==> config.mk <==
export PLATFORM = sky130hd
export DESIGN_NAME = imem_loader
export DESIGN_NICKNAME = d
export VERILOG_FILES = /design/src/rtl/imem_loader_pkg.sv /design/src/rtl/imem_loader_word_assembler.sv /design/src/rtl/imem_loader.sv
export SDC_FILE = /design/constraint.sdc
export NUM_CORES = 1
export LEC_CHECK = 0
export CAP_MARGIN = 20
export CELL_PAD_IN_SITES_DETAIL_PLACEMENT = 1
export CELL_PAD_IN_SITES_GLOBAL_PLACEMENT = 2
export CORE_MARGIN = 1
export CORE_UTILIZATION = 31
export CTS_CLUSTER_SIZE = 25
export DETAILED_ROUTE_END_ITERATION = 8
export PLACE_DENSITY = 0.77
export SLEW_MARGIN = 40
export SYNTH_ARGS = -nofsm -noshare
export SYNTH_HDL_FRONTEND = slang
export SYNTH_SLANG_ARGS = --single-unit
==> constraint.sdc <==
create_clock -name CLK -period 3.1 [get_ports CLK]
set_clock_uncertainty 0.15 [all_clocks]
set_input_delay 0.62 -clock CLK [delete_from_list [all_inputs] [get_ports CLK]]
set_output_delay 0.62 -clock CLK [all_outputs]
set_load 0.02 [all_outputs]
==> src/rtl/imem_loader_pkg.sv <==
// Shared types and constants for the boot-time instruction-memory loader.
package imem_loader_pkg;

  // Loader FSM states, in the order a normal load walks through them.
  typedef enum logic [2:0] {
    ST_HDR0  = 3'd0,
    ST_HDR1  = 3'd1,
    ST_DATA  = 3'd2,
    ST_WRITE = 3'd3,
    ST_DONE  = 3'd4,
    ST_ERR   = 3'd5
  } state_e;

  // Header is a big-endian word count; payload words are big-endian too.
  localparam int HDR_BYTES      = 2;
  localparam int BYTES_PER_WORD = 4;

  // Byte address of word number idx, counted from base.
  function automatic logic [31:0] word_addr(input logic [31:0] base,
                                            input logic [15:0] idx);
    return base + {14'd0, idx, 2'b00};
  endfunction

endpackage

==> src/rtl/imem_loader_word_assembler.sv <==
// Shifts incoming bytes into a 32-bit big-endian word and tracks which
// byte of the word comes next. The first byte ends up in bits [31:24].
module word_assembler
  import imem_loader_pkg::*;
(
  input  logic        clk_i,
  input  logic        rst_i,
  input  logic        clr_i,
  input  logic        shift_i,
  input  logic [7:0]  byte_i,
  output logic [31:0] word_o,
  output logic        last_o
);

  localparam int IDX_W = $clog2(BYTES_PER_WORD);

  logic [31:0]      word_q;
  logic [IDX_W-1:0] idx_q;

  // Shift register and byte index; clear drops any partial word.
  always_ff @(posedge clk_i) begin
    if (rst_i || clr_i) begin
      word_q <= '0;
      idx_q  <= '0;
    end else if (shift_i) begin
      word_q <= {word_q[23:0], byte_i};
      idx_q  <= idx_q + 1'b1;
    end
  end

  assign word_o = word_q;
  // High while waiting for the final byte of the current word.
  assign last_o = (idx_q == IDX_W'(BYTES_PER_WORD - 1));

endmodule

==> src/rtl/imem_loader.sv <==
// Boot loader: takes a byte stream (2-byte word count, then big-endian
// words), writes the words into instruction memory and keeps the core in
// reset until the whole image is in place.
//
// Handshake: a byte moves from upstream when in_valid && in_ready are both
// high on a rising edge of CLK. in_ready depends only on the current state,
// never on in_valid, so upstream may hold a byte for as long as it likes.
module imem_loader
  import imem_loader_pkg::*;
#(
  parameter int          DEPTH     = 256,
  parameter logic [31:0] BASE_ADDR = 32'h0000_0000,  // must be word-aligned
  parameter int          TIMEOUT   = 1_000_000       // 0 disables the idle timeout
) (
  input  logic        CLK,
  input  logic        RESET,
  input  logic        in_valid,
  input  logic [7:0]  in_data,
  output logic        in_ready,
  input  logic        load_req,
  output logic        imem_we,
  output logic [31:0] imem_addr,
  output logic [31:0] imem_wdata,
  output logic        cpu_reset,
  output logic        done,
  output logic        err,
  output logic [15:0] words_loaded,
  output state_e      dbg_state_o
);

  localparam int          HDR_W   = HDR_BYTES * 8;
  localparam int          TW      = (TIMEOUT > 1) ? $clog2(TIMEOUT) : 1;
  localparam logic [31:0] DEPTH_U = 32'(DEPTH);

  state_e             state_q;
  logic [HDR_W-1:0]   n_q;
  logic [TW-1:0]      tmo_q;
  logic               we_q;
  logic [31:0]        addr_q;
  logic [31:0]        wdata_q;
  logic               cpu_reset_q;
  logic               done_q;
  logic               err_q;
  logic [15:0]        words_q;

  logic               xfer;
  logic               tmo_hit;
  logic [HDR_W-1:0]   hdr_n;
  logic [15:0]        words_inc;
  logic               asm_shift;
  logic               asm_clr;
  logic [31:0]        asm_word;
  logic               asm_last;

  assign in_ready  = (state_q == ST_HDR0) || (state_q == ST_HDR1) ||
                     (state_q == ST_DATA);
  assign xfer      = in_valid && in_ready;
  // Full header value as it will be once the low byte lands this cycle.
  assign hdr_n     = {n_q[HDR_W-1:8], in_data};
  assign words_inc = words_q + 16'd1;
  // Idle limit reached: this would be the TIMEOUT-th consecutive idle edge.
  assign tmo_hit   = (TIMEOUT != 0) && !xfer && (tmo_q == TW'(TIMEOUT - 1));

  // Only payload bytes go into the assembler; outside DATA it is held clear,
  // which discards a partial word on timeout and restarts the byte index on
  // every new load. WRITE can clear it too since the next word shifts in
  // four fresh bytes.
  assign asm_shift = xfer && (state_q == ST_DATA);
  assign asm_clr   = (state_q != ST_DATA);

  word_assembler u_asm (
    .clk_i   (CLK),
    .rst_i   (RESET),
    .clr_i   (asm_clr),
    .shift_i (asm_shift),
    .byte_i  (in_data),
    .word_o  (asm_word),
    .last_o  (asm_last)
  );

  // Loader FSM with registered outputs and the mid-load idle counter.
  always_ff @(posedge CLK) begin
    if (RESET) begin
      state_q     <= ST_HDR0;
      n_q         <= '0;
      tmo_q       <= '0;
      we_q        <= 1'b0;
      addr_q      <= BASE_ADDR;
      wdata_q     <= '0;
      cpu_reset_q <= 1'b1;
      done_q      <= 1'b0;
      err_q       <= 1'b0;
      words_q     <= '0;
    end else begin
      we_q <= 1'b0;
      case (state_q)
        ST_HDR0: begin
          tmo_q <= '0;
          if (xfer) begin
            n_q[HDR_W-1:8] <= in_data;
            state_q        <= ST_HDR1;
          end
        end

        ST_HDR1: begin
          if (xfer) begin
            n_q   <= hdr_n;
            tmo_q <= '0;
            if (hdr_n == '0) begin
              // Empty image: release the core straight away.
              state_q     <= ST_DONE;
              done_q      <= 1'b1;
              cpu_reset_q <= 1'b0;
            end else if (32'(hdr_n) > DEPTH_U) begin
              state_q <= ST_ERR;
              err_q   <= 1'b1;
            end else begin
              state_q <= ST_DATA;
            end
          end else if (tmo_hit) begin
            state_q <= ST_ERR;
            err_q   <= 1'b1;
            tmo_q   <= '0;
          end else begin
            tmo_q <= tmo_q + 1'b1;
          end
        end

        ST_DATA: begin
          if (xfer) begin
            tmo_q <= '0;
            if (asm_last) begin
              // The final byte is still on in_data this cycle.
              state_q <= ST_WRITE;
              we_q    <= 1'b1;
              wdata_q <= {asm_word[23:0], in_data};
            end
          end else if (tmo_hit) begin
            state_q <= ST_ERR;
            err_q   <= 1'b1;
            tmo_q   <= '0;
          end else begin
            tmo_q <= tmo_q + 1'b1;
          end
        end

        ST_WRITE: begin
          // addr_q already points at this word; advance it for the next one.
          tmo_q   <= '0;
          words_q <= words_inc;
          addr_q  <= word_addr(BASE_ADDR, words_inc);
          if (words_inc == n_q) begin
            state_q     <= ST_DONE;
            done_q      <= 1'b1;
            cpu_reset_q <= 1'b0;
          end else begin
            state_q <= ST_DATA;
          end
        end

        ST_DONE: begin
          tmo_q <= '0;
          if (load_req) begin
            state_q     <= ST_HDR0;
            done_q      <= 1'b0;
            cpu_reset_q <= 1'b1;
            words_q     <= '0;
            addr_q      <= BASE_ADDR;
            n_q         <= '0;
          end
        end

        ST_ERR: begin
          // The core stays in reset for as long as the error is flagged.
          tmo_q       <= '0;
          cpu_reset_q <= 1'b1;
          if (load_req) begin
            state_q <= ST_HDR0;
            err_q   <= 1'b0;
            words_q <= '0;
            addr_q  <= BASE_ADDR;
            n_q     <= '0;
          end
        end

        default: begin
          state_q     <= ST_ERR;
          err_q       <= 1'b1;
          cpu_reset_q <= 1'b1;
          tmo_q       <= '0;
        end
      endcase
    end
  end

  assign imem_we      = we_q;
  assign imem_addr    = addr_q;
  assign imem_wdata   = wdata_q;
  assign cpu_reset    = cpu_reset_q;
  assign done         = done_q;
  assign err          = err_q;
  assign words_loaded = words_q;
  assign dbg_state_o  = state_q;

endmodule

==> qor.rpt, run 1 <==
=========================================================================================
Post-DP HPWL ...............................................................     11.33 mm
# setup viols final ........................................................            0
Initial cell density of the core ...........................................       32.08%
Storage cell area .......................................................... 0.002342 mm²
Topmost layer with routed signal wires .....................................         met4
Critical path start-end classification .....................................      reg2reg
Clock sink count ...........................................................          117
Yosys chip area ............................................................ 0.005607 mm²
Most frequent standard cell in the layout excluding fill and tap cells ..... sky130_fd_sc_hd__dfxtp_1
Pre-antenna DRT Iters ......................................................            5
Fraction of area in clock buffers and inverters ............................       7.748%
Clk Latency, worst-skew pair ...............................................       420 ps
Worst setup EP type ........................................................         flop
Dominant register cell in the synthesized netlist .......................... sky130_fd_sc_hd__dfxtp_1
Slew Viols, Final ..........................................................            0
WL met2 ....................................................................     7.801 mm
Register-to-register path setup slack ......................................       240 ps
RD Place Congestion ........................................................       0.8089
Wire length of the first global-routing pass ...............................     26.05 mm
GR Overflow Total ..........................................................            0
Yosys Instances ............................................................          661
Max IR drop VDD ............................................................  0.0004718 V
Final-layout clock buffer total ............................................           17
Number of failing hold endpoints at the final stage ........................            0
Slowest cell on crit path .................................................. sky130_fd_sc_hd__a2111oi_0
Cell area after technology mapping ......................................... 0.005607 mm²
Number of synthesized flops with an enable pin .............................            0
Number of storage elements in the synthesis netlist ........................          117
Filler Cells Inserted ......................................................        2,064
Remaining antenna violation count ..........................................            0
Result of the run .......................................................... finished, final reports clean
Row Count ..................................................................           48
Cell variety after synth ...................................................           60
Relative slew margins ......................................................       49.18%
Average footprint of a synthesized cell ....................................    8.482 µm²
Number of vias per cell ....................................................        5.118
Number of tap cells inserted ...............................................          225
Power consumption ..........................................................      4090 µW
Die Y ......................................................................     136.5 µm
Most utilized layer in the global route result .............................         met2
Timing-limited maximum frequency ...........................................    349.4 MHz
Number of standard cells after synthesis ...................................          661
Cells resized by post-CTS repair ...........................................            0
Clock period minus final worst setup slack .................................      2862 ps
Total leakage power ........................................................  0.002612 µW
Post-detailed-route wirelength per cell ....................................     16.53 µm
Post-route setup TNS .......................................................         0 ps
Tool warning count .........................................................           26
Via count of the first global-routing pass .................................        4,945
TritonCTS clock tree .......................................................          yes
Post-synthesis cell type with the largest instance count ................... sky130_fd_sc_hd__dfxtp_1
Mi-comb count ..............................................................          475
Non-clock buffer area fraction after layout ................................       14.21%
Max reg flops ..............................................................           32
Proportion of register bits with asynchronous set or reset after synthesis .           0%
Number of buffers inserted to repair setup after CTS .......................            0
Fraction of final layout cells sized beyond drive strength 1 ...............       12.74%
Hold buffer count at CTS ...................................................            0
Largest net degree at the start of global routing ..........................           48
Count of routing violations after the opening detailed-route iteration .....          280
Cell taking the most area after synthesis .................................. sky130_fd_sc_hd__dfxtp_1
Logic gate fraction of the total cell area .................................       40.26%
GR met3 Demand/Resource ....................................................       5.071%
Clock-pin transition on the worst setup and hold timing paths ..............        60 ps
Flip-flop and latch share of the layout cell area ..........................       33.35%
CTS root buffer ............................................................ sky130_fd_sc_hd__clkbuf_16
Power density cells ........................................................ 582.2 mW/mm²
Ys Warns ...................................................................            0
TritonCTS buffer count .....................................................           17
Largest fanout on the critical path ........................................            7
Post-layout period usage ...................................................       92.32%
List of most frequent post-synthesis cells ................................. 117 x sky130_fd_sc_hd__dfxtp_1, 100 x sky130_fd_sc_hd__nand2_1, 66 x sky130_fd_sc_hd__nor2_1
Max incr delay on CP .......................................................       490 ps
Worst hold-check slack .....................................................     309.0 ps
Inverter count .............................................................            8
Antenna diode instance count ...............................................            0
Area of the core region ....................................................  0.01748 mm²
Floorplan die area .........................................................  0.01863 mm²
Die width ..................................................................     136.5 µm
I/O pin total ..............................................................          100
Antenna violations before repair ...........................................            0
Ordered list of cells on the worst path .................................... ha_1 > and3_2 > nand2_1 > a2111oi_0 > buf_4 > nand4_1 > o41ai_2 > a21oi_1
Leading post-synthesis cells by cell area .................................. sky130_fd_sc_hd__dfxtp_1 42%, sky130_fd_sc_hd__nand2_1 6.7%, sky130_fd_sc_hd__a21oi_1 5.2%
Buffer depth of the longest clock path .....................................            2
Multi-input gate area in the final layout .................................. 0.002828 mm²
Detailed-routed wire length on met3 ........................................       736 µm
Final wirelength ...........................................................     15.91 mm
GRT met1 Usage .............................................................       22.39%
Remaining routing DRC violations ...........................................            0
Vias .......................................................................        4,929
Max-cap violations .........................................................            0
Total routed wire length on the met1 layer .................................     7.186 mm
Top cell area share ........................................................       41.78%
Flop count .................................................................          117
Most frequent logic cells in the routed design ............................. 117 x sky130_fd_sc_hd__dfxtp_1, 100 x sky130_fd_sc_hd__nand2_1, 82 x sky130_fd_sc_hd__clkdlybuf4s50_1
Worst EP required ..........................................................      3220 ps
H-tree depth ...............................................................            4
Gr usage total .............................................................       18.11%
Path class of the lowest-slack min-delay path ..............................      reg2reg
RSZ-0062 raised after global routing .......................................           no
Worst-Margin Slew ..........................................................     755.3 ps
Final net count ............................................................          740
Data arrival, critical path ................................................      2990 ps
Cell group occupying the most layout area .................................. combinational gates
Count of input and output buffers ..........................................           83
GR Util met2 ...............................................................       30.20%
Seq/Total Area, Yosys ......................................................       41.78%
Startpoint class of the critical path ......................................         flop
=========================================================================================
[run 1: cell families (layout without fill, tap and decap cells)]
| family | count (synthesis) | in the layout | share of synthesized area [%] |
|---|---|---|---|
| flip-flops | 117 | 117 | 41.78 |
| XOR/XNOR | 40 | 40 | 6.383 |
| multiplexers | 17 | 17 | 3.035 |
| buffers and inverters | 84 | 146 | 8.882 |
| AND/OR/NAND/NOR | 265 | 265 | 22.32 |
| adder cells (fa/ha/maj) | 3 | 3 | 0.6696 |
| AND-OR/OR-AND | 134 | 134 | 16.87 |
| other | 1 | 16 | 0.06689 |
[run 1: path summary, 6_finish.rpt]
check	from	end	depth (start not counted)
hold / removal	imem_wdata[28]	imem_wdata[28]	2
setup / recovery	imem_addr[3]	dbg_state_o[1]	8
setup reg to reg	imem_addr[3]	dbg_state_o[1]	8
hold reg to reg	imem_wdata[28]	imem_wdata[28]	2
[run 1: report_power, final]
part | total, µW | internal (µW) | leakage [µW] | switching (µW)
Sequential | 1640 | 1560 | 0.000945 | 81.0
Clock | 1820 | 1040 | 0.000269 | 779
Combinational | 633 | 256 | 0.00140 | 377
[run 1: through the flow]
| stage | cells | utilization [%] | area, µm² | setup WS [ps] |
|---|---|---|---|---|
| floorplan | 676 | - | 5663 | 562.3 |
| global placement | 931 | 37.08 | 6480 | 204.7 |
| detailed placement | 931 | 37.08 | 6480 | 150.9 |
| CTS | 963 | 40.19 | 7024 | 189.0 |
| global route | 963 | 40.19 | 7024 | 79.46 |
| finish | 963 | 40.19 | 7024 | 238.2 |
[run 1: worst max-delay path, delay by kind of cell (launching register included)]
kind	cells	cell delay (ps)
buffers and inverters	1	200
DFF	1	440
AOI/OAI and AO/OA	3	1040
and+or+nand+nor	3	540
adders and majority gates	1	360
Fig. 1: run 1, drive-strength map
Bar = 50 µm.
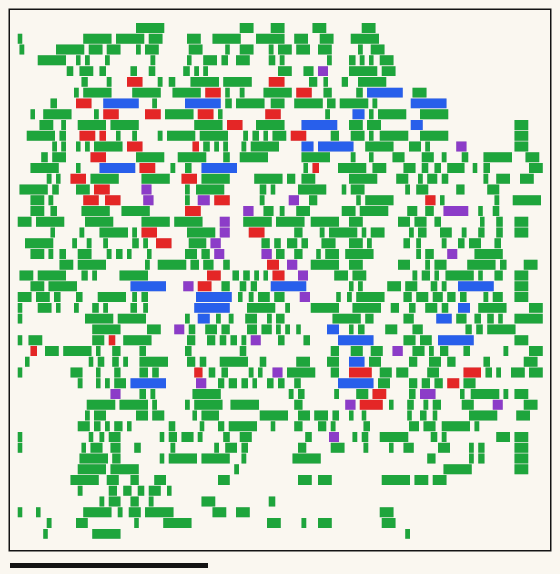
- x3 and x4: purple (cells 28; most used buf_4)
- x1 and smaller: green (cells 644; most used dfxtp_1)
- x6 and larger: blue (cells 25; most used clkbuf_16)
- x2: red (cells 41; most used o221a_2)
area added between synthesis and finish: 25.28%
cell area after layout: 0.007024 mm²
buffer count excluding the clock tree in the final layout: 106
PnR worst setup slack: 238.2 ps

Fig. 2: run 1, placed cells, one color a class
Bar = 50 µm.
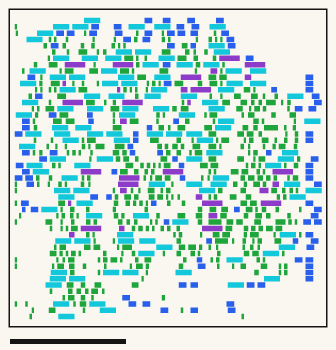
- registers: cyan (cells 117)
- remaining buffers and delay cells: blue (cells 106)
- remaining logic cells: green (cells 483)
- clock drivers and dummy loads: purple (cells 32)

Fig. 3: run 1, sequential cells grouped by signal name
Bar = 50 µm. Other sequential cells in the stronger gray, the rest of the logic in the fainter gray.
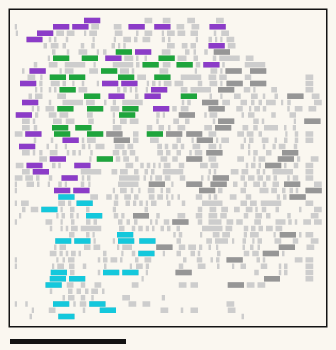
- `tmo_q`: cyan (placed flops 20; where bottom left)
- `u_asm.word_o`: green (placed flops 24)
- `imem_wdata`: purple (placed flops 32)
- not colored: 41

==> run 1 -> run 2 <==
--- a/config.mk
+++ b/config.mk
@@ -12,6 +12,7 @@
 export CORE_UTILIZATION = 31
 export CTS_CLUSTER_SIZE = 25
 export DETAILED_ROUTE_END_ITERATION = 8
+export HOLD_SLACK_MARGIN = 0.12
 export PLACE_DENSITY = 0.77
 export SLEW_MARGIN = 40
 export SYNTH_ARGS = -nofsm -noshare
Fig. 4: run 2, routing congestion
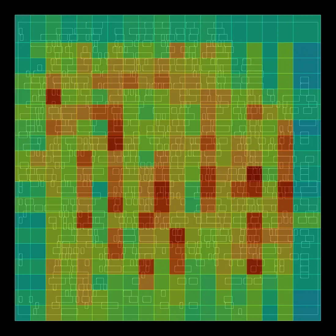
most utilized layer in the global route result: met2
post-detailed-route wirelength per cell: 16.53 µm
GRT met1 Usage: 22.39%
final standard cell utilization of the core: 40.19%

==> run 2 against run 1 <==
Critical endpoint unchanged. Flip-flop count unchanged. Worst setup slack unchanged. Largest cell class unchanged. Via count unchanged. Final cell count unchanged. Total power unchanged.
==> qor.rpt, run 2 <==
=========================================================================================
Switching power total ......................................................      1237 µW   unchanged
Most frequent logic cells in the routed design ............................. 117 x sky130_fd_sc_hd__dfxtp_1, 100 x sky130_fd_sc_hd__nand2_1, 82 x sky130_fd_sc_hd__clkdlybuf4s50_1
Storage cell area .......................................................... 0.002342 mm²   unchanged
Buffer depth of the longest clock path .....................................            2   unchanged
Initial cell density of the core ...........................................       32.08%   unchanged
Hold buffer count at CTS ...................................................            0   unchanged
Count of placed standard cells including taps ..............................          931   unchanged
Final net count ............................................................          740   unchanged
Relative slew margins ......................................................       49.18%   unchanged
Via count of the first global-routing pass .................................        4,945   unchanged
Timing-limited maximum frequency ...........................................    349.4 MHz   unchanged
Number of vias per cell ....................................................        5.118   unchanged
Antenna violations before repair ...........................................            0   unchanged
Largest fanout on the critical path ........................................            7   unchanged
Worst-Margin Slew ..........................................................     755.3 ps   unchanged
Pre-antenna DRT Iters ......................................................            5   unchanged
Number of buffers and inverters on the critical path .......................            1   unchanged
Cell variety after synth ...................................................           60   unchanged
Multi-input gate area in the final layout .................................. 0.002828 mm²   unchanged
Worst hold-check slack .....................................................     309.0 ps   unchanged
Dominant register cell in the synthesized netlist .......................... sky130_fd_sc_hd__dfxtp_1
Clock period minus final worst setup slack .................................      2862 ps   unchanged
Area of the core region ....................................................  0.01748 mm²   unchanged
Fraction of power consumed by sequential logic .............................        40.0%   about the same
Count of non-filler cells in the finished layout ...........................          963   unchanged
Number of failing hold endpoints at the final stage ........................            0   unchanged
Crit Reg-Reg Endpoint ...................................................... dbg_state_o[1]
Seq/Total Area, Yosys ......................................................       41.78%   unchanged
Internal Power .............................................................      2852 µW   unchanged
Number of standard cells after synthesis ...................................          661   unchanged
Max-cap violations .........................................................            0   unchanged
Count of routing violations after the opening detailed-route iteration .....          280   unchanged
Die Y ......................................................................     136.5 µm   unchanged
GR Util met2 ...............................................................       30.20%   unchanged
Worst setup EP type ........................................................         flop
CTS root buffer ............................................................ sky130_fd_sc_hd__clkbuf_16
Endpoint of the worst hold path ............................................ imem_wdata[28]
Yosys Instances ............................................................          661   unchanged
Total leakage power ........................................................  0.002612 µW   unchanged
Post-DP HPWL ...............................................................     11.33 mm   unchanged
Critical path start-end classification .....................................      reg2reg
Filler Cells Inserted ......................................................        2,064   unchanged
GR met3 Demand/Resource ....................................................       5.071%   unchanged
Clock sink count ...........................................................          117   unchanged
Path class of the lowest-slack min-delay path ..............................      reg2reg
Tool warning count .........................................................           26   unchanged
Final wirelength ...........................................................     15.91 mm   unchanged
Slew Viols, Final ..........................................................            0   unchanged
Number of synthesized flops with an enable pin .............................            0   unchanged
Gate family responsible for the most delay along the worst path ............ AND-OR/OR-AND gates
Top cell area share ........................................................       41.78%   unchanged
Clk Latency, worst-skew pair ...............................................       420 ps   about the same
Most frequent standard cell in the layout excluding fill and tap cells ..... sky130_fd_sc_hd__dfxtp_1
Post-layout period usage ...................................................       92.32%   unchanged
Antenna diode instance count ...............................................            0   unchanged
Max reg flops ..............................................................           32   unchanged
Gr usage total .............................................................       18.11%   unchanged
Clock-pin transition on the worst setup and hold timing paths ..............        60 ps   about the same
Yosys chip area ............................................................ 0.005607 mm²   unchanged
Post-synthesis cell type with the largest instance count ................... sky130_fd_sc_hd__dfxtp_1
Remaining antenna violation count ..........................................            0   unchanged
GR Overflow Total ..........................................................            0   unchanged
Launch point of the worst reg-to-reg path .................................. imem_addr[3]
Count of input and output buffers ..........................................           83   unchanged
Die width ..................................................................     136.5 µm   unchanged
Ordered list of cells on the worst path .................................... ha_1 > and3_2 > nand2_1 > a2111oi_0 > buf_4 > nand4_1 > o41ai_2 > a21oi_1
Combinational cell fraction of total power .................................        15.5%   about the same
Fraction of final layout cells sized beyond drive strength 1 ...............       12.74%   unchanged
Worst hold path cell count .................................................            2   unchanged
Portion of total power attributed to the clock network .....................        44.5%   about the same
List of most frequent post-synthesis cells ................................. 117 x sky130_fd_sc_hd__dfxtp_1, 100 x sky130_fd_sc_hd__nand2_1, 66 x sky130_fd_sc_hd__nor2_1
Max IR drop VDD ............................................................  0.0004718 V   unchanged
Proportion of register bits with asynchronous set or reset after synthesis .           0%   unchanged
Register-to-register path setup slack ......................................       240 ps   about the same
Cell area after layout ..................................................... 0.007024 mm²   unchanged
Area added between synthesis and finish ....................................       25.28%   unchanged
Wire length of the first global-routing pass ...............................     26.05 mm   unchanged
PnR worst setup slack ......................................................     238.2 ps   unchanged
Average footprint of a synthesized cell ....................................    8.482 µm²   unchanged
I/O pin total ..............................................................          100   unchanged
Slowest cell on crit path .................................................. sky130_fd_sc_hd__a2111oi_0
Power consumption ..........................................................      4090 µW   unchanged
Hold Startpoint ............................................................ imem_wdata[28]
Cells resized by post-CTS repair ...........................................            0   unchanged
RSZ-0062 raised after global routing .......................................           no
Remaining routing DRC violations ...........................................            0   unchanged
Switching share of power ...................................................       30.25%   unchanged
# setup viols final ........................................................            0   unchanged
Result of the run .......................................................... finished, final reports clean
Max incr delay on CP .......................................................       490 ps   about the same
Data arrival, critical path ................................................      2990 ps   about the same
Startpoint class of the critical path ......................................         flop
Power density cells ........................................................ 582.2 mW/mm²   unchanged
=========================================================================================
Fig. 5: run 2, drive-strength map
Bar = 50 µm.
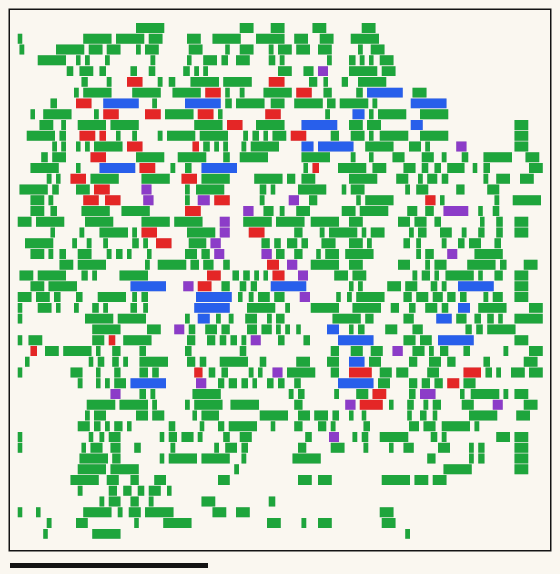
- x6 and larger: blue (cells 25; most used clkbuf_16)
- x1 and smaller: green (cells 644; most used dfxtp_1)
- x2: red (cells 41; most used o221a_2)
- x3 and x4: purple (cells 28; most used buf_4)

[run 2: cells by family (layout without fill, tap and decap cells)]
family | Yosys count | count (layout) | share of synthesized area, %
mux | 17 | 17 | 3.035
compound gates | 134 | 134 | 16.87
xor+xnor | 40 | 40 | 6.383
other cells | 1 | 16 | 0.06689
simple gates | 265 | 265 | 22.32
buf+inv | 84 | 146 | 8.882
fa+ha+maj | 3 | 3 | 0.6696
flops | 117 | 117 | 41.78
[run 2: per-layer routing]
layer / part of all wire [%] / wire length [µm]
met5: 0 / 0
met4: 1.2 / 190
met3: 4.6 / 736
met2: 49 / 7801
met1: 45 / 7186
[run 2: how the worst max path moves through the flow]
stage | startpoint | endpoint | slack (ps) | depth (start not counted)
finish | imem_addr[3] | dbg_state_o[1] | 240 | 8
global route | imem_addr[5] | dbg_state_o[1] | 80 | 6
CTS | imem_addr[3] | dbg_state_o[1] | 190 | 8
detailed placement | in_data[3] | dbg_state_o[2] | 150 | 7
global placement | in_data[3] | dbg_state_o[2] | 200 | 7
floorplan | imem_addr[2] | dbg_state_o[1] | 560 | 7
[run 2: power groups by stage]
stage / Clock (µW) / Sequential [µW] / Combinational [µW]
2_1_floorplan: 0 / 1640 / 457
3_3_place_gp: 0 / 1670 / 617
3_5_place_dp: 0 / 1670 / 633
4_1_cts: 1860 / 1640 / 638
5_1_grt: 1940 / 1650 / 698
6_report: 1820 / 1640 / 633
[run 2: area by class of cell]
cell class                 instances  area share (%)
clock buffer                      17           6.056
clock inverter                    15           1.692
inverter                           8          0.4275
multi-input combinational        475           40.26
sequential                       117           33.35
tap                              225           4.008
timing repair buffer             106           14.21
Fig. 6: run 2, placed cells, one color a class
Bar = 50 µm.
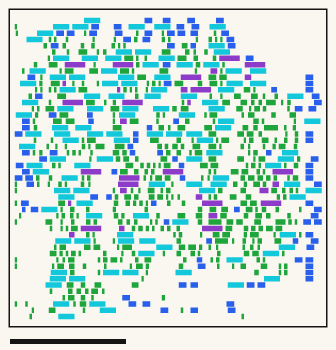

==> run 2 -> run 3 <==
--- a/config.mk
+++ b/config.mk
@@ -12,9 +12,10 @@
 export CORE_UTILIZATION = 31
 export CTS_CLUSTER_SIZE = 25
 export DETAILED_ROUTE_END_ITERATION = 8
+export GPL_TIMING_DRIVEN = 0
 export HOLD_SLACK_MARGIN = 0.12
 export PLACE_DENSITY = 0.77
-export SLEW_MARGIN = 40
+export SLEW_MARGIN = 15
 export SYNTH_ARGS = -nofsm -noshare
 export SYNTH_HDL_FRONTEND = slang
 export SYNTH_SLANG_ARGS = --single-unit
Fig. 7: run 3, placed cells, one color a class
Bar = 50 µm.
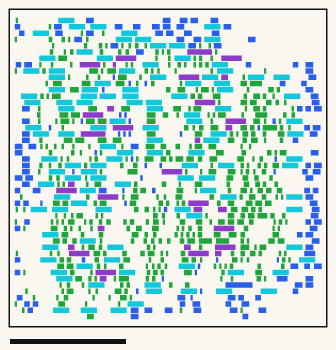
- registers: cyan (cells 117)
- clock drivers and dummy loads: purple (cells 32)
- remaining buffers and delay cells: blue (cells 156)
- remaining logic cells: green (cells 483)
area of the core region: 0.01748 mm²
final standard cell utilization of the core: 42.12%
flip-flop and latch share of the layout cell area: 31.82%
cell area after layout: 0.007362 mm²
Row Count: 48

==> run 3 against run 2 <==
Utilization increased by 1.9 points. Critical path type is now reg2out. Largest power group unchanged. Register-to-register slack better by 20 ps. Highest routed layer unchanged. Total power up 4.2%. Area after synthesis did not move. Combinational power increased by 4.7%. Worst setup slack worse by 50 ps.
==> qor.rpt, run 3 <==
=================================================================================================================
Slew Viols, Final ..................................................................................            0   unchanged
Worst setup path endpoint ..........................................................................     in_ready
Area added between synthesis and finish ............................................................       31.31%
Die width ..........................................................................................     136.5 µm   unchanged
Yosys Instances ....................................................................................          661   unchanged
Crit Reg-Reg Endpoint .............................................................................. dbg_state_o[1]
RSZ-0062 raised after global routing ...............................................................           no
Max incr delay on CP ...............................................................................       560 ps   +70 ps
Gate family responsible for the most delay along the worst path .................................... buffers and inverters
Filler Cells Inserted ..............................................................................        2,048   -0.78%
Max reg flops ......................................................................................           32   unchanged
Most frequent logic cells in the routed design ..................................................... 117 x sky130_fd_sc_hd__dfxtp_1, 100 x sky130_fd_sc_hd__nand2_1, 81 x sky130_fd_sc_hd__clkdlybuf4s50_1
Final wirelength ...................................................................................     16.77 mm   +5.4%
Fraction of synthesized cell area in xor and xnor cells ............................................       6.383%   unchanged
Antenna diode instance count .......................................................................            0   unchanged
Max-cap violations .................................................................................            0   unchanged
Result of the run .................................................................................. finished, final reports clean
Tool warning count .................................................................................           26   unchanged
Fraction of final layout cells sized beyond drive strength 1 .......................................       14.34%   +1.6 points
Top cell area share ................................................................................       41.78%   unchanged
Proportion of register bits with asynchronous set or reset after synthesis .........................           0%   unchanged
Number of standard cells after synthesis ...........................................................          661   unchanged
Clk Latency, worst-skew pair .......................................................................       420 ps   about the same
Clock-pin transition on the worst setup and hold timing paths ......................................        60 ps   about the same
CP startpoint ...................................................................................... dbg_state_o[0]
Gr usage total .....................................................................................       19.01%   +0.90 points
Antenna violations before repair ...................................................................            0   unchanged
Combinational cell fraction of total power .........................................................        15.6%   about the same
Clock group ........................................................................................      1980 µW   +9%
Worst-Margin Slew ..................................................................................     720.7 ps   -34.59 ps
Post-DP HPWL .......................................................................................     12.43 mm   +9.7%
Arithmetic-cell share of the synthesized area counting full adders, half adders and majority gates .      0.6695%   unchanged
Critical path start-end classification .............................................................      reg2out
And+or+nand+nor area frac ..........................................................................       22.32%   unchanged
Max IR drop VDD ....................................................................................  0.0004112 V   -13%
Multiplexer share of the synthesized area ..........................................................       3.035%   unchanged
Ordered list of cells on the worst path ............................................................ clkbuf_1 > clkbuf_1 > a21oi_1 > clkdlybuf4s50_1
Clock sink count ...................................................................................          117   unchanged
CTS root buffer .................................................................................... sky130_fd_sc_hd__clkbuf_16
Dominant register cell in the synthesized netlist .................................................. sky130_fd_sc_hd__dfxtp_1
Average footprint of a synthesized cell ............................................................    8.482 µm²   unchanged
Post-synthesis cell type with the largest instance count ........................................... sky130_fd_sc_hd__dfxtp_1
Clock period minus final worst setup slack .........................................................      2912 ps   +50.37 ps
Via count of the first global-routing pass .........................................................        5,264   +6.5%
I/O pin total ......................................................................................          100   unchanged
Register-to-register path setup slack ..............................................................       260 ps   +20 ps
Sequential-cell power consumption ..................................................................      1620 µW   about the same
Startpoint class of the critical path ..............................................................         flop
Final net count ....................................................................................          790   +6.8%
Remaining routing DRC violations ...................................................................            0   unchanged
List of most frequent post-synthesis cells ......................................................... 117 x sky130_fd_sc_hd__dfxtp_1, 100 x sky130_fd_sc_hd__nand2_1, 66 x sky130_fd_sc_hd__nor2_1
Number of vias per cell ............................................................................        5.053   -1.3%
Count of input and output buffers ..................................................................           81   -2.4%
Largest fanout on the critical path ................................................................           10   +3
Internal Power .....................................................................................      3013 µW   +5.6%
Portion of total power attributed to the clock network .............................................        46.5%   +2.0 points
Fraction of power consumed by sequential logic .....................................................        37.9%   -2.1 points
# setup viols final ................................................................................            0   unchanged
Post-layout period usage ...........................................................................       93.94%   +1.6 points
Group drawing the most power ....................................................................... the clock network
Dominant combinational family ...................................................................... simple AND/OR/NAND/NOR gates
Data arrival, critical path ........................................................................      2140 ps   -850 ps
Seq/Total Area, Yosys ..............................................................................       41.78%   unchanged
Pre-antenna DRT Iters ..............................................................................            4   -1
Power Combinational ................................................................................       663 µW   +4.7%
Timing-limited maximum frequency ...................................................................    343.4 MHz   -1.7%
Switching share of power ...........................................................................       29.27%   -0.98 points
Most frequent standard cell in the layout excluding fill and tap cells ............................. sky130_fd_sc_hd__dfxtp_1
Launch point of the worst reg-to-reg path .......................................................... imem_addr[2]
Switching power total ..............................................................................      1247 µW   +0.77%
Remaining antenna violation count ..................................................................            0   unchanged
Power density cells ................................................................................ 578.6 mW/mm²   -0.62%
GR Overflow Total ..................................................................................            0   unchanged
PnR worst setup slack ..............................................................................     187.8 ps   -50.37 ps
WP depth ...........................................................................................            4   -4
Count of routing violations after the opening detailed-route iteration .............................          195   -30%
Die Y ..............................................................................................     136.5 µm   unchanged
Number of failing hold endpoints at the final stage ................................................            0   unchanged
Number of buffers and inverters on the critical path ...............................................            3   +2
Compound-cell area share of the yosys netlist ......................................................       16.87%   unchanged
=================================================================================================================
Fig. 8: run 3, routing congestion
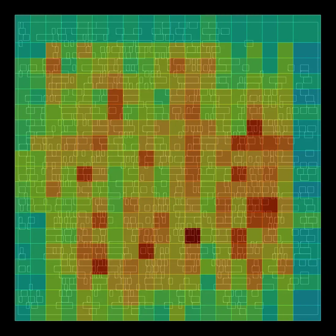
GR Util met2: 33.25%
post-detailed-route wirelength per cell: 16.55 µm
GRT met1 Usage: 22.23%
GR met3 Demand/Resource: 4.027%

run 3: cell count changes in the layout (fill, tap and decap cells not counted), sizes merged:
cell / before / now
buf: 24 / 37
clkinvlp: 2 / 1
clkbuf: 17 / 54
clkdlybuf4s50: 82 / 81
bufinv: 0 / 2
clkinv: 5 / 8
inv: 16 / 12
bufbuf: 0 / 1
run 3: cell type report:
cell class / instances / area (µm²) / area share (%)
tap: 225 / 281.5 / 3.824
timing repair buffer: 81 / 810.8 / 11.01
buffer: 75 / 466.7 / 6.339
sequential: 117 / 2342 / 31.82
clock inverter: 15 / 173.9 / 2.362
inverter: 8 / 30.03 / 0.4079
clock buffer: 17 / 425.4 / 5.778
multi-input combinational: 475 / 2831 / 38.46
run 3: through the flow:
stage,utilization [%],cell area [µm²],instances,hold slack (ps)
floorplan,-,5663,676,279.7
global placement,38.65,6755,982,295.5
detailed placement,38.65,6755,982,303.2
CTS,42.10,7357,1014,311.4
global route,42.12,7362,1013,334.2
finish,42.12,7362,1013,306.5
run 3: metal layers:
layer	vias to the layer above	routed length, µm	GRT usage, %
met5	-	0	0
met4	0	393	8.210
met3	27	623	4.027
met2	103	8409	33.25
met1	2493	7339	22.23
li1	2496	-	-
run 3: worst min path at each step:
stage                           endpoint           start  depth (start not counted)
after floorplan                 tmo_q[0]        tmo_q[0]                          1
after global placement     imem_wdata[6]   imem_wdata[6]                          2
after detailed placement  imem_wdata[20]  imem_wdata[20]                          2
after CTS                 imem_wdata[20]  imem_wdata[20]                          2
after global routing       imem_wdata[6]   imem_wdata[6]                          2
final                     imem_wdata[20]  imem_wdata[20]                          2
run 3: what timing repair did:
item,in CTS,in global routing
endpoints found under the setup margin,4,4
gates resized,2,4
pin swaps,0,0
endpoints found under the hold margin,0,0
Power and IR drop assume default switching activity.
